<file path="src/rtl/fetch_pkg.sv">
// -----------------------------------------------------------------------------
// fetch_pkg
//
// Shared definitions for the instruction-fetch sequencer:
//   - fetch_state_t : FSM state encoding (IDLE=0 ... ERR=6)
//   - WORDS_MAX_LO / WORDS_MAX_HI : legal range of the instruction length
//   - clamp_words_max() : folds an out-of-range WORDS_MAX back into range
// -----------------------------------------------------------------------------
package fetch_pkg;

    typedef enum logic [2:0] {
        S_IDLE  = 3'd0,
        S_ADDR  = 3'd1,
        S_READ  = 3'd2,
        S_LATCH = 3'd3,
        S_INC   = 3'd4,
        S_DONE  = 3'd5,
        S_ERR   = 3'd6
    } fetch_state_t;

    localparam int WORDS_MAX_LO = 1;
    localparam int WORDS_MAX_HI = 8;

    // Keeps the word-count saturation inside the supported range so a
    // misconfigured WORDS_MAX can never ask for more IR words than exist.
    function automatic int clamp_words_max(input int w);
        if (w < WORDS_MAX_LO) return WORDS_MAX_LO;
        if (w > WORDS_MAX_HI) return WORDS_MAX_HI;
        return w;
    endfunction

endpackage

</file>
<file path="src/rtl/fetch_wait_timer.sv">
// -----------------------------------------------------------------------------
// fetch_wait_timer
//
// Counts cycles spent waiting for MFC on the current memory word.
//
// Ports:
//   clk     in  : system clock, rising edge
//   rst_n   in  : asynchronous active-low reset
//   clear   in  : synchronous clear of the wait count
//   enable  in  : count this cycle (waiting, no MFC yet)
//   expired out : high when the count will reach TIMEOUT at the next edge
//
// TIMEOUT = 0 disables expiry; the counter then collapses to a single bit.
// -----------------------------------------------------------------------------
module fetch_wait_timer #(
    parameter int TIMEOUT = 15
) (
    input  logic clk,
    input  logic rst_n,
    input  logic clear,
    input  logic enable,
    output logic expired
);

    localparam int CNT_W = (TIMEOUT > 0) ? $clog2(TIMEOUT + 1) : 1;

    logic [CNT_W-1:0] count;

    // Wait counter: cleared while the address phase is active, so every word
    // starts its READ wait from zero. It saturates rather than wrapping so a
    // disabled timeout can never alias back to a small count.
    always_ff @(posedge clk or negedge rst_n) begin
        if (!rst_n) begin
            count <= '0;
        end else if (clear) begin
            count <= '0;
        end else if (enable && (count != '1)) begin
            count <= count + CNT_W'(1);
        end
    end

    // Expiry is flagged in the cycle whose increment would make the count
    // equal TIMEOUT, so the FSM leaves READ after exactly TIMEOUT waits.
    generate
        if (TIMEOUT == 0) begin : g_no_timeout
            assign expired = 1'b0;
        end else begin : g_timeout
            assign expired = enable && (count == CNT_W'(TIMEOUT - 1));
        end
    endgenerate

endmodule

</file>
<file path="src/rtl/fetch_seq.sv">
// -----------------------------------------------------------------------------
// fetch_seq
//
// Multi-word instruction-fetch sequencer. Walks ADDR -> READ -> LATCH -> INC
// once per instruction word, then pulses fetch_done (or fetch_err on an MFC
// timeout). All control strobes are Moore outputs of the state register.
//
// Ports:
//   clk, rst_n   in  : clock (rising edge), async active-low reset
//   start        in  : begin a fetch, only looked at in IDLE
//   abort        in  : return to IDLE from any busy state at the next edge
//   mfc          in  : memory function complete
//   ext_words    in  : extra words beyond word 0, decoded from IR word 0
//   busy         out : sequencer not in IDLE
//   pc_out_en    out : PC drives bus
//   mar_in       out : MAR loads from bus
//   mem_en       out : memory enable
//   mem_rw       out : memory read (1) / write (0)
//   mdr_out_en   out : MDR drives bus
//   ir_in        out : one-hot IR word load strobe
//   pc_inc       out : PC increment strobe
//   fetch_done   out : one-cycle pulse, instruction complete
//   fetch_err    out : one-cycle pulse, MFC timeout
// -----------------------------------------------------------------------------
module fetch_seq
    import fetch_pkg::*;
#(
    parameter int WORDS_MAX = 2,
    parameter int TIMEOUT   = 15
) (
    input  logic                                          clk,
    input  logic                                          rst_n,
    input  logic                                          start,
    input  logic                                          abort,
    input  logic                                          mfc,
    input  logic [((WORDS_MAX > 1) ? $clog2(WORDS_MAX) : 1)-1:0] ext_words,
    output logic                                          busy,
    output logic                                          pc_out_en,
    output logic                                          mar_in,
    output logic                                          mem_en,
    output logic                                          mem_rw,
    output logic                                          mdr_out_en,
    output logic [WORDS_MAX-1:0]                          ir_in,
    output logic                                          pc_inc,
    output logic                                          fetch_done,
    output logic                                          fetch_err
);

    localparam int IDX_W  = (WORDS_MAX > 1) ? $clog2(WORDS_MAX) : 1;
    localparam int NEED_W = $clog2(WORDS_MAX + 1);
    localparam int WM     = clamp_words_max(WORDS_MAX);

    fetch_state_t      state, state_next;
    logic [IDX_W-1:0]  word_idx, word_idx_next;
    logic [NEED_W-1:0] words_needed, words_needed_next;
    logic [NEED_W-1:0] words_decoded;
    logic [NEED_W-1:0] words_eff;
    logic              last_word;
    logic              wait_expired;

    fetch_wait_timer #(
        .TIMEOUT (TIMEOUT)
    ) u_wait_timer (
        .clk     (clk),
        .rst_n   (rst_n),
        .clear   (state == S_ADDR),
        .enable  ((state == S_READ) && !mfc),
        .expired (wait_expired)
    );

    // Instruction length from word 0: one word plus the decoded extension,
    // saturated at the number of IR words actually implemented.
    always_comb begin
        words_decoded = NEED_W'(WM);
        if (int'(ext_words) + 1 < WM) begin
            words_decoded = NEED_W'(int'(ext_words) + 1);
        end
    end

    // In INC of word 0 the freshly decoded length must drive the decision,
    // since words_needed only picks it up at the same edge.
    assign words_eff = (word_idx == '0) ? words_decoded : words_needed;
    assign last_word = !(int'(word_idx) + 1 < int'(words_eff));

    // State, word index and instruction-length registers.
    always_ff @(posedge clk or negedge rst_n) begin
        if (!rst_n) begin
            state        <= S_IDLE;
            word_idx     <= '0;
            words_needed <= NEED_W'(1);
        end else begin
            state        <= state_next;
            word_idx     <= word_idx_next;
            words_needed <= words_needed_next;
        end
    end

    // Next-state logic. Abort wins over everything in a busy state; in IDLE
    // it is ignored so a simultaneous start still launches a fetch. ADDR
    // holds while MFC is still high from the previous access so a stale
    // acknowledge cannot complete the new read.
    always_comb begin
        state_next        = state;
        word_idx_next     = word_idx;
        words_needed_next = words_needed;

        if (abort && (state != S_IDLE)) begin
            state_next = S_IDLE;
        end else begin
            case (state)
                S_IDLE: begin
                    if (start) begin
                        state_next        = S_ADDR;
                        word_idx_next     = '0;
                        words_needed_next = NEED_W'(1);
                    end
                end
                S_ADDR: begin
                    if (!mfc) state_next = S_READ;
                end
                S_READ: begin
                    if (mfc)               state_next = S_LATCH;
                    else if (wait_expired) state_next = S_ERR;
                end
                S_LATCH: state_next = S_INC;
                S_INC: begin
                    if (word_idx == '0) words_needed_next = words_decoded;
                    if (last_word) begin
                        state_next = S_DONE;
                    end else begin
                        state_next    = S_ADDR;
                        word_idx_next = word_idx + IDX_W'(1);
                    end
                end
                S_DONE:  state_next = S_IDLE;
                S_ERR:   state_next = S_IDLE;
                default: state_next = S_IDLE;
            endcase
        end
    end

    // Moore output decode; the IR strobe is steered by the current word.
    always_comb begin
        busy       = (state != S_IDLE);
        pc_out_en  = 1'b0;
        mar_in     = 1'b0;
        mem_en     = 1'b0;
        mem_rw     = 1'b0;
        mdr_out_en = 1'b0;
        ir_in      = '0;
        pc_inc     = 1'b0;
        fetch_done = 1'b0;
        fetch_err  = 1'b0;
        case (state)
            S_ADDR: begin
                pc_out_en = 1'b1;
                mar_in    = 1'b1;
            end
            S_READ: begin
                mem_en = 1'b1;
                mem_rw = 1'b1;
            end
            S_LATCH: begin
                mdr_out_en = 1'b1;
                ir_in      = WORDS_MAX'(1) << word_idx;
            end
            S_INC:   pc_inc     = 1'b1;
            S_DONE:  fetch_done = 1'b1;
            S_ERR:   fetch_err  = 1'b1;
            default: ;
        endcase
    end

endmodule

</file>
<file path="config.mk">
export PLATFORM = sky130hd
export DESIGN_NAME = fetch_seq
export DESIGN_NICKNAME = d
export VERILOG_FILES = /design/src/rtl/fetch_pkg.sv /design/src/rtl/fetch_wait_timer.sv /design/src/rtl/fetch_seq.sv
export SDC_FILE = /design/constraint.sdc
export NUM_CORES = 1
export LEC_CHECK = 0
export CAP_MARGIN = 20
export CORE_MARGIN = 4
export CORE_UTILIZATION = 47
export DETAILED_ROUTE_END_ITERATION = 8
export PLACE_DENSITY = 0.82
export SETUP_SLACK_MARGIN = 0.02
export SYNTH_ARGS = -nofsm -noshare
export SYNTH_HDL_FRONTEND = slang
export SYNTH_SLANG_ARGS = --single-unit
</file>
<file path="constraint.sdc">
create_clock -name clk -period 2.4 [get_ports clk]
set_input_delay 0.6 -clock clk [delete_from_list [all_inputs] [get_ports clk]]
set_output_delay 0.6 -clock clk [all_outputs]
set_load 0.05 [all_outputs]
</file>
### Congestion heat map, run 1

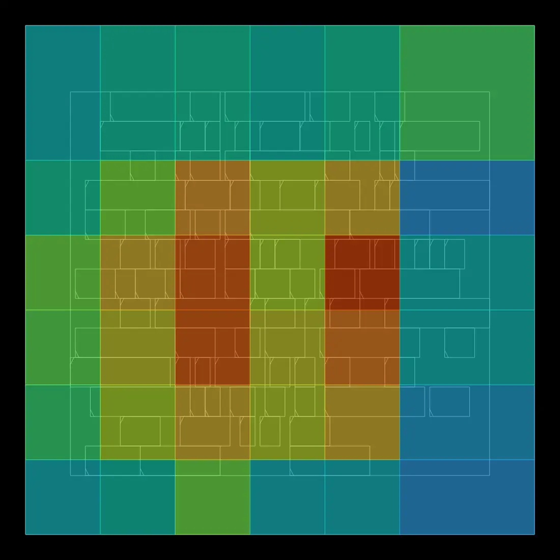
wire length per cell after detailed routing: 13.9 um
global routing met3 resource utilization: 5.75%
busiest grt layer: met2
met2 capacity usage during global routing: 24.7%
global-route met1 utilization: 20.5%

### Where the registers sit, run 1

(10 px per um) Other sequential cells in the stronger gray, the rest of the logic in the fainter gray.
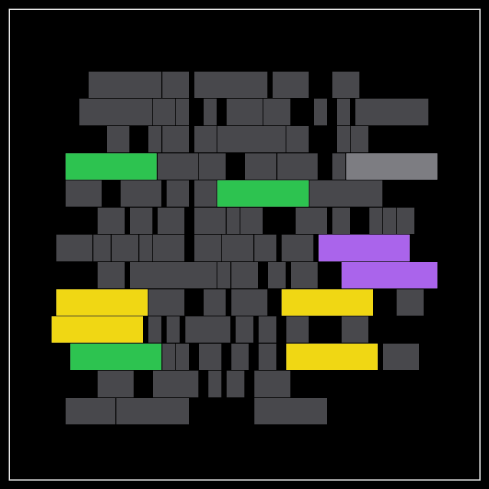
color	netlist name	placed flops
green	`state`	3
purple	`words_needed`	2
yellow	`u_wait_timer.count`	4
not colored	1

### Routed metal, one color a layer, run 1

(10 px per um) Only two layers are drawn.
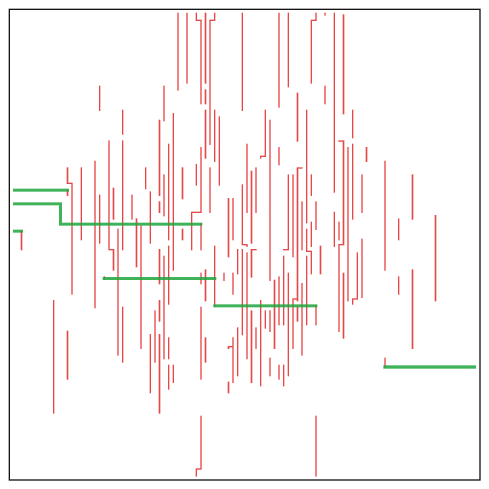
color	layer	wire length
red	metal 2	753 um
green	metal 3	56.8 um

==> results.txt, run 1 <==
Results of an implementation run.

The run finished with clean final reports. In the hold timing report, the worst path depth is 1. Setup repair after global routing left no endpoint under its margin. The maximum number of pins on one net before global-route repair is 15. The main flop type is dfrtp_1.

The non-filler instance count after layout is 108. According to the floorplan log, the row count is 13. The chip occupies 0.00220 mm^2.

The via count of the first global-routing pass was 555. Among all cell types in the netlist, the one instantiated most often is dfrtp_1. The worst clock skew is 0.00791 ns. The net count after synthesis is 84. The share of cell area taken by muxes after synthesis is 4.39%. The number of placed cells counting well taps is 104.

Per the synthesis report, the XOR/XNOR share of the synthesized area is 0%. The top fanout value on the critical path is 10. The final antenna diode tally reported by the flow is 0.

The share of flip-flops with an asynchronous set or reset after synthesis is 100%. The post-synthesis share of cell area spent on full adders, half adders and majority gates is 3.51%. The final report gives the standard cell area, fillers excluded, as 962 um^2. The final critical-path setup slack is 0.110 ns. The synthesis run shows the most used standard cells to be dfrtp_1, inv_1, nand2_1, nand2b_1, nor2_1. The number of post-CTS setup repair buffers is 0. The post-detailed-route via-to-cell ratio is 5.58. The total routing resource utilization after global routing is 15.4%. Wires add up to 1500 um.

In this run the number of H-tree levels came out at 1. The first routing iteration left 19 violations. The post-placement setup slack is 0.405 ns. The most frequent logic cell in the layout is dfrtp_1. In the layout the commonest cells are dfrtp_1, inv_1, buf_12. Per the detail_route report, DRC violations left total 0. The worst setup path is of the flop to output pin kind. The type of the tightest min-delay check is flop to flop.
==> run 1: per-stage QoR <==
stage	power, uW	hold slack [ns]
global route	708	0.561
global placement	518	0.514
CTS	680	0.529
floorplan	421	0.304
detailed placement	525	0.521
finish	673	0.527
==> run 1: path summary, 6_finish.rpt <==
check | startpoint | end | slack [ns]
setup / recovery | state[1] | mar_in | 0.11
hold reg to reg | u_wait_timer.count[0] | u_wait_timer.count[0] | 0.53
min in group asynchronous | rst_n | u_wait_timer.count[3] | 0.64
hold / removal | u_wait_timer.count[0] | u_wait_timer.count[0] | 0.53
max in group asynchronous | rst_n | words_needed[0] | 1.42
setup reg to reg | state[0] | words_needed[0] | 0.84
==> run 1: power by group <==
part           switching (uW)  internal [uW]  total [uW]
Combinational             178            137         315
Sequential               21.8            184         206
Clock                    59.7           92.1         152
Total                     259            413         673
==> run 1: cells by family after synthesis <==
family / after synthesis
AND/OR/NAND/NOR: 36
AND-OR/OR-AND: 13
buffers and inverters: 12
flip-flops: 10
multiplexers: 3
adder cells (fa/ha/maj): 2
==> run 1: routing by layer <==
metal,wire length (um),part of all wire [%]
met5,0,0
met4,0,0
met3,56,3.7
met2,752,50
met1,694,46
==> run 1: registers in the layout, indices dropped and copies added (netlist names) <==
signal / flops
state: 3
u_wait_timer.count: 4
word_idx: 1
words_needed: 2
==> run 1: critical path: cells and delay by family (launching register included) <==
kind	cells	cell delay (ns)
and+or+nand+nor	1	0.54
buffers and inverters	2	0.40
DFF	1	0.49
==> run 1: area by class of cell <==
cell class	instances	area [um^2]	share of cell area [%]
clock buffer	4	36.3	3.77
multi-input combinational	54	394	41.0
timing repair buffer	18	235	24.4
sequential	10	251	26.1
inverter	7	26.3	2.73
tap	15	18.8	1.95
==> run 1 -> run 2 <==
--- a/config.mk
+++ b/config.mk
@@ -9,6 +9,7 @@
 export CORE_MARGIN = 4
 export CORE_UTILIZATION = 47
 export DETAILED_ROUTE_END_ITERATION = 8
+export MAX_ROUTING_LAYER = met4
 export PLACE_DENSITY = 0.82
 export SETUP_SLACK_MARGIN = 0.02
 export SYNTH_ARGS = -nofsm -noshare
### Where the registers sit, run 2

(10 px per um) Other sequential cells in the stronger gray, the rest of the logic in the fainter gray.
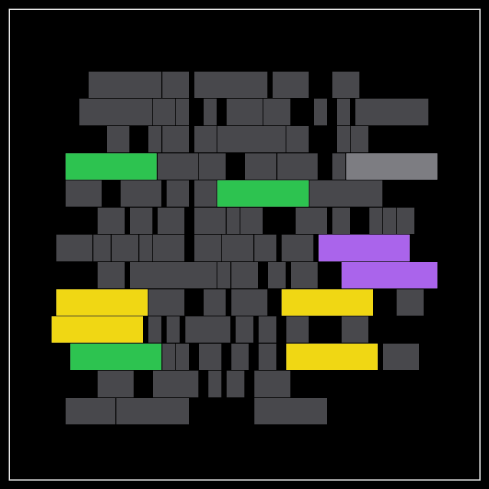
color	netlist name	placed flops
green	`state`	3
purple	`words_needed`	2
yellow	`u_wait_timer.count`	4
not colored	1

### M3 wires, run 2

(8 px per um) Cells faint in the background.
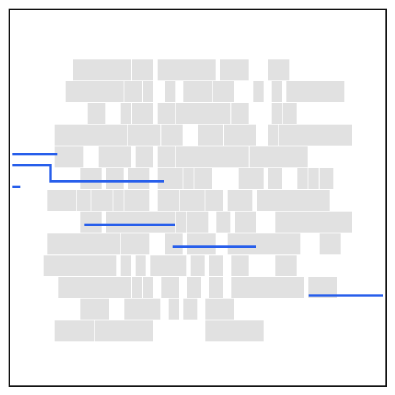
longest straight run	14.0 um
wire length on this layer	56.8 um
share of all routed wire	3.8%
main direction	horizontal

==> run 2 against run 1 <==
Wire length is the same. Sequential cell count did not move. Clock power barely moved. Utilization did not move. Synthesized area is the same. Die size unchanged. Sequential power is essentially flat. Critical endpoint unchanged.
==> results.txt, run 2 <==
Results of an implementation run.

The post-detailed-route via-to-cell ratio is 5.58 (unchanged). By count the netlist is led by dfrtp_1, inv_1, nand2_1, nand2b_1, nor2_1. The final antenna diode count is 0 (unchanged). The critical path is of the flop to output pin type. The cell row count is 13 (unchanged).

The fraction of met3 tracks used by global routing was 5.75% (unchanged). The largest delay contributor family on the critical path is simple AND/OR/NAND/NOR gates. The most frequent cell after synthesis is dfrtp_1. The post-synthesis share of cell area spent on full adders, half adders and majority gates was 3.51% (unchanged). Among all flip-flop cells after synthesis, the most frequent one is dfrtp_1. The buffers plus inverters on the worst setup path is 2 (unchanged). The full die area was 0.00220 mm^2 (unchanged). The number of post-CTS setup repair buffers is 0 (unchanged). The number of placed cells counting well taps is 104 (unchanged).

The final critical-path setup slack is 0.110 ns (unchanged). The top fanout value on the critical path is 10 (unchanged). The met1 track demand over resource was 20.5% (unchanged).

The largest registers in the layout are u_wait_timer.count (4), state (3), words_needed (2). The residual DRC count was 0 (unchanged). The flow ran to the end, and the final reports show no timing, DRC or antenna violations.
### Signal wires on met1, run 2

(12 px per um) Supply wires on this layer in gray. Cells faint in the background.
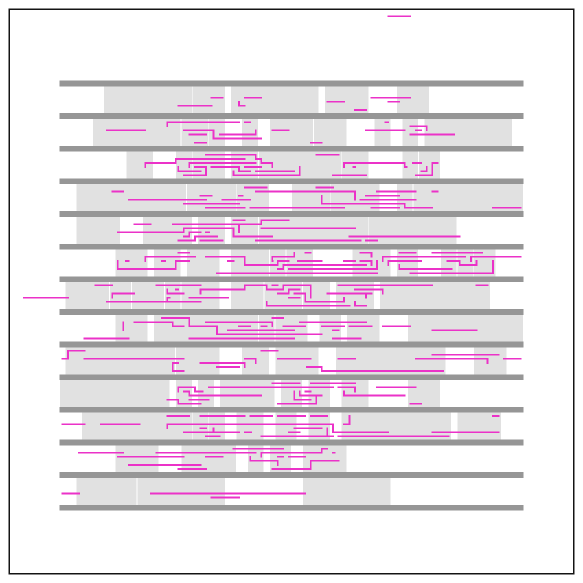
main direction	horizontal
longest straight run	13.8 um

run 2: cell counts in the layout (fill, tap and decap cells not counted):
No cell type changed its count.
run 2: final cells by class:
cell class / count / area, um^2 / share of cell area, %
multi-input combinational: 54 / 394 / 41.0
sequential: 10 / 251 / 26.1
tap: 15 / 18.8 / 1.95
clock buffer: 4 / 36.3 / 3.77
timing repair buffer: 18 / 235 / 24.4
inverter: 7 / 26.3 / 2.73
run 2: worst paths after layout:
path	start	end	slack [ns]
max	state[1]	mar_in	0.11
max reg2reg	state[0]	words_needed[0]	0.84
min	u_wait_timer.count[0]	u_wait_timer.count[0]	0.53
min reg2reg	u_wait_timer.count[0]	u_wait_timer.count[0]	0.53
min in group asynchronous	rst_n	u_wait_timer.count[3]	0.64
max in group asynchronous	rst_n	words_needed[0]	1.42
run 2: cell families after synthesis:
| kind of cell | Yosys count |
|---|---|
| and+or+nand+nor | 36 |
| AOI/OAI and AO/OA | 13 |
| buffers and inverters | 12 |
| DFF | 10 |
| muxes | 3 |
| adders and majority gates | 2 |
run 2: power breakdown:
part / leakage (uW) / internal [uW] / switching [uW]
clock network: 0.0000210 / 92.1 / 59.7
logic: 0.000278 / 137 / 178
registers: 0.000134 / 184 / 21.8
total: 0.000433 / 413 / 259
run 2: per-layer routing:
metal  up-vias  share of wire [%]
met2         8                 50
li1        299                  -
met5         -                  0
met3         0                3.7
met4         0                  0
met1       296                 46
==> run 2 -> run 3 <==
--- a/config.mk
+++ b/config.mk
@@ -12,6 +12,7 @@
 export MAX_ROUTING_LAYER = met4
 export PLACE_DENSITY = 0.82
 export SETUP_SLACK_MARGIN = 0.02
+export SKIP_CTS_REPAIR_TIMING = 1
 export SYNTH_ARGS = -nofsm -noshare
 export SYNTH_HDL_FRONTEND = slang
 export SYNTH_SLANG_ARGS = --single-unit
### Where the registers sit, run 3

(10 px per um) Other sequential cells in the stronger gray, the rest of the logic in the fainter gray.
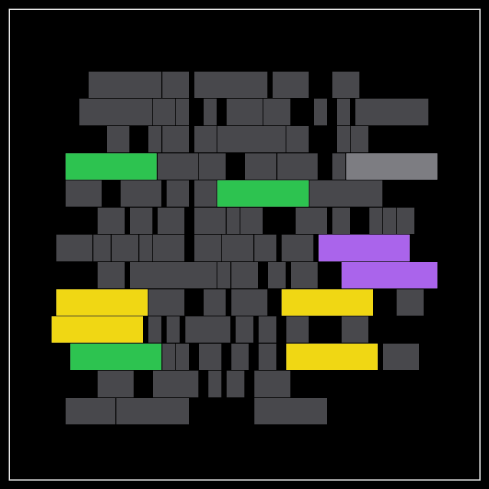
power of the sequential group: 206 uW
register share of the cell area: 26.1%
Reg area: 251 um^2

### Signal wires on met1, run 3

(12 px per um) Supply wires on this layer in gray. Cells faint in the background.
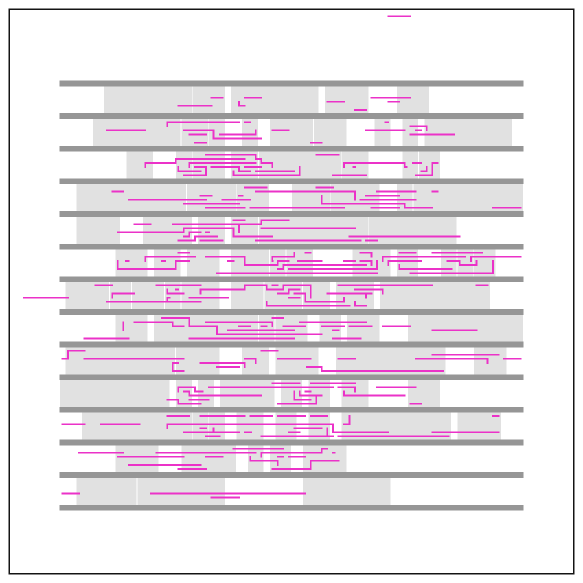
main direction	horizontal
wire length on this layer	694 um
nets with wire on the layer	91

==> run 3 against run 2 <==
Global-route usage unchanged. Final cell count is the same. Sequential power about the same. Clock-buffer cell count unchanged. Combinational power is essentially flat. Largest power group unchanged. Clock power about the same. Worst setup slack did not move. Wire length did not move. Via count unchanged. Fmax is the same. Synthesized area did not move. Critical endpoint unchanged. Critical path depth unchanged.
==> results.txt, run 3 <==
Results of an implementation run.

The residual DRC count is 0 (unchanged). Counting instances in the post-synthesis netlist gives the leading cell types as dfrtp_1, inv_1, nand2_1, nand2b_1, nor2_1. The worst min-delay path endpoint is u_wait_timer.count[0]. The startpoint identified for the worst register-to-register timing path is state[0].

The top-area cell type share of the netlist area is 31.6%. The end of the worst register-to-register path is words_needed[0]. The flow ran to the end, and the final reports show no timing, DRC or antenna violations. The largest registers in the layout are u_wait_timer.count (4), state (3), words_needed (2). The full die area is 0.00220 mm^2 (unchanged). The top fanout value on the critical path is 10 (unchanged). In the final timing run, aggregate negative setup slack is 0 ns. The source of the worst hold timing path is u_wait_timer.count[0]. The worst setup path is of the flop to output pin kind. The final antenna diode count is 0 (unchanged).

The die height is 46.9 um. The cell row count is 13 (unchanged). The worst register-to-register path depth is 4. dfrtp_1 takes more of the synthesized area than any other cell. The worst reg-to-reg setup slack is 0.84 ns (about the same).

The post-detailed-route via-to-cell ratio is 5.58 (unchanged). Once the floorplan was initialized, standard cells occupied 52.1% of the core. The slowest cell on the critical path is or3b_2.

The main flop type is dfrtp_1. The post-synthesis share of cell area spent on full adders, half adders and majority gates is 3.51% (unchanged). The cell count of the worst hold path is 1.
### Routed metal, one color a layer, run 3

(10 px per um) Only two layers are drawn.
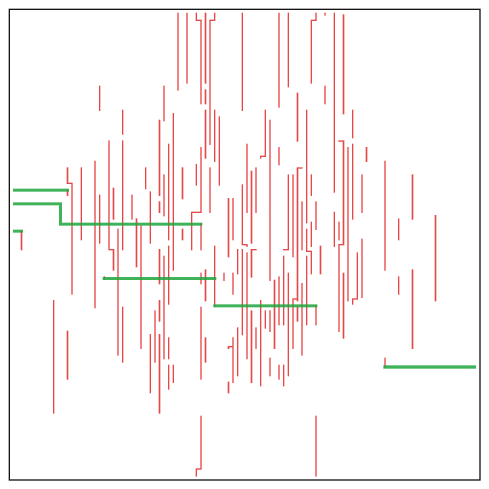
color	layer	wire length
green	metal 3	56.8 um
red	metal 2	753 um

-- run 3: how the worst max path moves through the flow --
stage                        start         to  slack, ns  cells after the start
after floorplan           state[2]  pc_out_en       0.07                      4
after global placement    state[1]  pc_out_en       0.43                      3
after detailed placement  state[1]     mar_in       0.41                      3
after CTS                 state[1]     mar_in       0.10                      3
after global routing      state[1]     mar_in       0.03                      3
final                     state[1]     mar_in       0.11                      3
-- run 3: stage by stage --
stage	cells	total power [uW]	setup WS (ns)	cell area (um^2)	hold WS (ns)
floorplan	76	421	0.0733	714	0.304
global route	108	708	0.0314	962	0.561
detailed placement	104	525	0.405	926	0.521
finish	108	673	0.110	962	0.527
global placement	104	518	0.432	926	0.514
CTS	108	680	0.104	962	0.529
-- run 3: cell type report --
type,instances,area [um^2],area share [%]
clock buffers,4,36.3,3.77
inverters,7,26.3,2.73
multi-input cells,54,394,41.0
flip-flops and latches,10,251,26.1
well taps,15,18.8,1.95
repair buffers,18,235,24.4
-- run 3: routing by layer --
layer  track usage [%]  share of wire [%]
met1              20.5                 46
met2              24.7                 50
met3              5.75                3.7
met4              1.66                  0
met5                 -                  0
-- run 3: cell families (layout without fill, tap and decap cells) --
| kind of cell | Yosys count | in the layout |
|---|---|---|
| simple gates | 36 | 36 |
| compound gates | 13 | 13 |
| buf+inv | 12 | 29 |
| flops | 10 | 10 |
| mux | 3 | 3 |
| fa+ha+maj | 2 | 2 |
-- run 3: critical path: cells and delay by family (launching register included) --
family,cells,cell delay (ns)
buffers and inverters,2,0.40
flip-flops,1,0.49
AND/OR/NAND/NOR,1,0.54
-- run 3: report_power, final --
part | internal, uW | total, uW | switching (uW)
Sequential | 184 | 206 | 21.8
Combinational | 137 | 315 | 178
Clock | 92.1 | 152 | 59.7
Total | 413 | 673 | 259
Power figures rest on the tool's default switching activity, not on a simulated workload.
